$ cat config.mk
export PLATFORM = sky130hd
export DESIGN_NAME = ucsbece154_lsu_dual
export DESIGN_NICKNAME = d
export VERILOG_FILES = /design/src/rtl/ucsbece154_lsu_dual.sv
export SDC_FILE = /design/constraint.sdc
export NUM_CORES = 1
export LEC_CHECK = 0
export CORE_AREA = 2 2 163 165
export CTS_BUF_LIST = sky130_fd_sc_hd__clkbuf_4 sky130_fd_sc_hd__clkbuf_8 sky130_fd_sc_hd__clkbuf_16
export CTS_CLUSTER_DIAMETER = 30
export DETAILED_ROUTE_END_ITERATION = 6
export DIE_AREA = 0 0 165 167
export GPL_TIMING_DRIVEN = 0
export PLACE_DENSITY = 0.67
export SETUP_SLACK_MARGIN = 0.05
export SYNTH_ARGS = -nofsm -noshare
export SYNTH_HDL_FRONTEND = slang
export SYNTH_SLANG_ARGS = --single-unit
$ cat constraint.sdc
create_clock -name clk -period 4.05 [get_ports clk]
set_clock_uncertainty 0.05 [all_clocks]
set_input_delay 0.6075 -clock clk [delete_from_list [all_inputs] [get_ports clk]]
set_output_delay 0.6075 -clock clk [all_outputs]
set_load 0.05 [all_outputs]
$ cat src/rtl/ucsbece154_lsu_dual.sv
// ucsbece154_lsu_dual: dual-lane load/store unit driving a two-port data memory
// Same-word hazards with a store are split over two cycles so lane 1 always acts first.
module ucsbece154_lsu_dual #(
  parameter logic [31:0] DATA_START = 32'h10000000,
  parameter int          DATA_SIZE  = 64
) (
  input  logic        clk,
  input  logic        reset,
  input  logic        req1_valid_i,
  input  logic        req2_valid_i,
  input  logic        req1_we_i,
  input  logic        req2_we_i,
  input  logic [31:0] req1_addr_i,
  input  logic [31:0] req2_addr_i,
  input  logic [31:0] req1_wdata_i,
  input  logic [31:0] req2_wdata_i,
  input  logic [4:0]  req1_tag_i,
  input  logic [4:0]  req2_tag_i,
  output logic        req_ready_o,
  output logic        resp1_valid_o,
  output logic        resp2_valid_o,
  output logic [31:0] resp1_rdata_o,
  output logic [31:0] resp2_rdata_o,
  output logic [4:0]  resp1_tag_o,
  output logic [4:0]  resp2_tag_o,
  output logic        resp1_fault_o,
  output logic        resp2_fault_o,
  output logic        dmem_we_o,
  output logic        dmem_we2_o,
  output logic [31:0] dmem_a_o,
  output logic [31:0] dmem_a2_o,
  output logic [31:0] dmem_wd_o,
  output logic [31:0] dmem_wd2_o,
  input  logic [31:0] dmem_rd_i,
  input  logic [31:0] dmem_rd2_i
);
  typedef enum logic {IDLE, SPLIT} state_t;
  localparam logic [32:0] LO = {1'b0, DATA_START};
  localparam logic [32:0] HI = LO + 33'(4 * DATA_SIZE);
  state_t state, state_n;
  logic f1, f2, ok1, ok2, conflict, split_start, act1, act2;
  logic [31:0] rd1, rd2, buf_rdata;
  logic [4:0] buf_tag;
  logic buf_valid;
  assign f1 = (req1_addr_i[1:0] != 2'b00) || ({1'b0, req1_addr_i} < LO) || ({1'b0, req1_addr_i} >= HI);
  assign f2 = (req2_addr_i[1:0] != 2'b00) || ({1'b0, req2_addr_i} < LO) || ({1'b0, req2_addr_i} >= HI);
  assign ok1 = req1_valid_i & ~f1;
  assign ok2 = req2_valid_i & ~f2;
  assign conflict = ok1 & ok2 & (req1_addr_i[31:2] == req2_addr_i[31:2]) & (req1_we_i | req2_we_i);
  assign split_start = (state == IDLE) & conflict;
  // read data is gated so a floating memory bus never reaches the response registers
  assign rd1 = (ok1 & ~req1_we_i) ? dmem_rd_i : 32'd0;
  assign rd2 = (ok2 & ~req2_we_i) ? dmem_rd2_i : 32'd0;
  always_comb begin
    state_n = split_start ? SPLIT : IDLE;
    act1 = (state == IDLE) & ok1;
    act2 = ok2 & ((state == SPLIT) | ~conflict);
    req_ready_o = reset | (state == SPLIT) | ~conflict;
    dmem_we_o = act1 & req1_we_i;
    dmem_a_o = act1 ? req1_addr_i : 32'd0;
    dmem_wd_o = act1 ? req1_wdata_i : 32'd0;
    dmem_we2_o = act2 & req2_we_i;
    dmem_a2_o = act2 ? req2_addr_i : 32'd0;
    dmem_wd2_o = act2 ? req2_wdata_i : 32'd0;
  end
  always_ff @(posedge clk or posedge reset) begin
    if (reset) begin
      state <= IDLE;
      resp1_valid_o <= 1'b0;
      resp1_rdata_o <= 32'd0;
      resp1_tag_o <= 5'd0;
      resp1_fault_o <= 1'b0;
      resp2_valid_o <= 1'b0;
      resp2_rdata_o <= 32'd0;
      resp2_tag_o <= 5'd0;
      resp2_fault_o <= 1'b0;
      buf_valid <= 1'b0;
      buf_rdata <= 32'd0;
      buf_tag <= 5'd0;
    end else begin
      state <= state_n;
      resp1_valid_o <= ~split_start & ((state == SPLIT) ? buf_valid : req1_valid_i);
      resp1_rdata_o <= split_start ? 32'd0 : (state == SPLIT) ? buf_rdata : rd1;
      resp1_tag_o <= split_start ? 5'd0 : (state == SPLIT) ? buf_tag : req1_tag_i;
      resp1_fault_o <= ~split_start & (state == IDLE) & req1_valid_i & f1;
      resp2_valid_o <= ~split_start & req2_valid_i;
      resp2_rdata_o <= split_start ? 32'd0 : rd2;
      resp2_tag_o <= split_start ? 5'd0 : req2_tag_i;
      resp2_fault_o <= ~split_start & req2_valid_i & f2;
      if (split_start) begin
        buf_valid <= 1'b1;
        buf_rdata <= rd1;
        buf_tag <= req1_tag_i;
      end
    end
  end
endmodule

==> impl_metrics.yaml <==
# physical design summary
drt:
  drc: 0
  maxUsedRoutingLayer: "met4"
  wl_met1_um: 10020
  antenna_left: 0
  vias: 5351
clock_tree:
  cts_tree: "yes"
  cts-hold-fix-buffers: 0
  insertion_delay_ns: 0.41
  cts.sinks: 117
  cts_buffers: 17
power_and_ir_drop:
  p_clk_uw: 1550
  p_sw_uw: 782.6
  p_leak_uw: 0.005070
  pg_comb_uw: 498
  p_int_uw: 2447
  total_power_uw: 3230
  seq-power_uw: 1180
  seqPwrFrac_pct: 36.5
  peakVddDrop_mv: 0.2721
finish:
  largest_class: "non-clock buffers"
  comb_area_um2: 2514
  area_share_nonclk_buffers_pct: 37.69
  clock_area_share_pct: 5.807
  seq_cells: 117
  nFillCells: 2518
  top_regs: "buf_rdata (32), resp1_rdata_o (32), resp2_rdata_o (32)"
  seq_share_pct: 27.56
  finalNonFillerCells: 1332
  nets: 1188
  finish.instance_area_um2: 10620
yosys:
  area_leaders: "dfrtp_1 (50%), and2_1 (8.3%), buf_4 (7.0%), mux2i_1 (6.3%), a22o_1 (4.8%)"
  muxShareOfSynthArea_pct: 7.234
  simple_gate_area_share_pct: 21.60
  synth.largest_area_cell: "dfrtp_1"
  top_cell: "dfrtp_1"
  edf_count: 0
  ys.flops: 117
  yosys-top-cells-count: "dfrtp_1 (117), and2_1 (78), buf_4 (55)"
  fa_ha_area_share_pct: 0
  aoi_share_pct: 5.728
  synth.distinct_cells: 37
  synth.top_cell.area_share_pct: 49.64
  yosys_warnings: 0
final_timing:
  slew_viol_final: 0
  worst_slew_pin_slew_ns: 0.7698
  fmax_ghz: 0.2547
  hold_slack_ns: 0.4281
  setup_tns_ns: 0
  min_period_ns: 3.926
  slew_headroom_pct: 48.68
  setup_viol: 0
global_route:
  grt_pass1_wl_um: 35070
  grt_pass1_vias: 5700
  grtUsageMet3_pct: 3.811
  use_met1_pct: 21.19
  antenna_found_initial: 5
setup_path:
  cp-endpoint: "dmem_wd_o[24]"
  max_stage_delay_ns: 0.62
  startpoint_type: "input port"
  crit_type: "input port to output port"
  cp.depth: 7
  worstPathArrival_ns: 3.27
  crit_start: "req1_addr_i[31]"
  path_max_fanout: 10
worst_hold_path:
  min_path_type: "flip-flop to flip-flop"
  hp-start: "buf_valid$_DFFE_PP0P_"
die:
  die_area_um2: 27560
  die_y_um: 167
  rows: 59
  die_width_um: 165
place:
  gp_congestion: 0.8588
  dp_slack_ns: -0.5949
  place_inst: 1293
outcome:
  status: "complete, no violations"
job:
  warnings: 28
cells in the final DEF (no fill, tap or decap), types with 3 or more instances in the layout:
master,instances
and3b_1,32
diode_2,4
buf_12,3
nor2_1,11
bufinv_16,3
nor4_1,10
xor2_1,15
mux2_1,5
buf_4,59
clkbuf_4,5
nor4_2,4
buf_6,3
nor2b_1,6
xnor2_1,15
clkdlybuf4s50_1,285
mux2i_1,37
clkbuf_2,18
clkdlybuf4s15_1,11
dlygate4sd2_1,14
clkbuf_1,13
clkbuf_16,17
buf_2,44
nand4_1,4
dfrtp_1,117
and2_1,78
nand2_1,35
a22o_1,32
clkinvlp_4,4
inv_1,32
conb_1,50
nor3_1,3
### Port wiring

The bar under the picture is 50 um long.
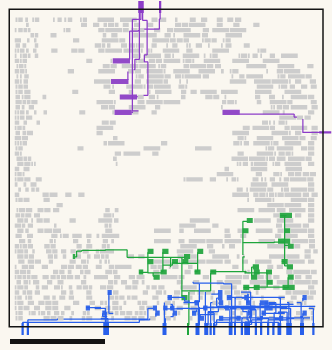
[resp1_tag_o] purple | bits: 5 | direction: output | end cells: 5 | wire: 240 um
[req2_wdata_i] blue | bits: 32 | direction: input | end cells: 32 | wire: 970 um
[req2_we_i] green | bits: 1 | direction: input | end cells: 34 | wire: 363 um
IO Pins: 417
Port Buffers: 366

### Local utilization

The bar under the picture is 50 um long. 16 x 17 tiles, from white (low) to dark blue (high), 0 to 100% covered.
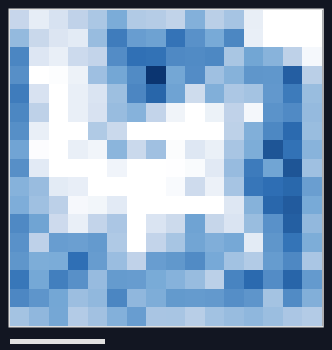
tiles over 75% full: 4.4%
emptiest ninth of the die: center
mean over tiles: 37%
Floorplan Utilization: 22.89%
final core occ: 41.23%
CORE AREA: 25,760 um^2

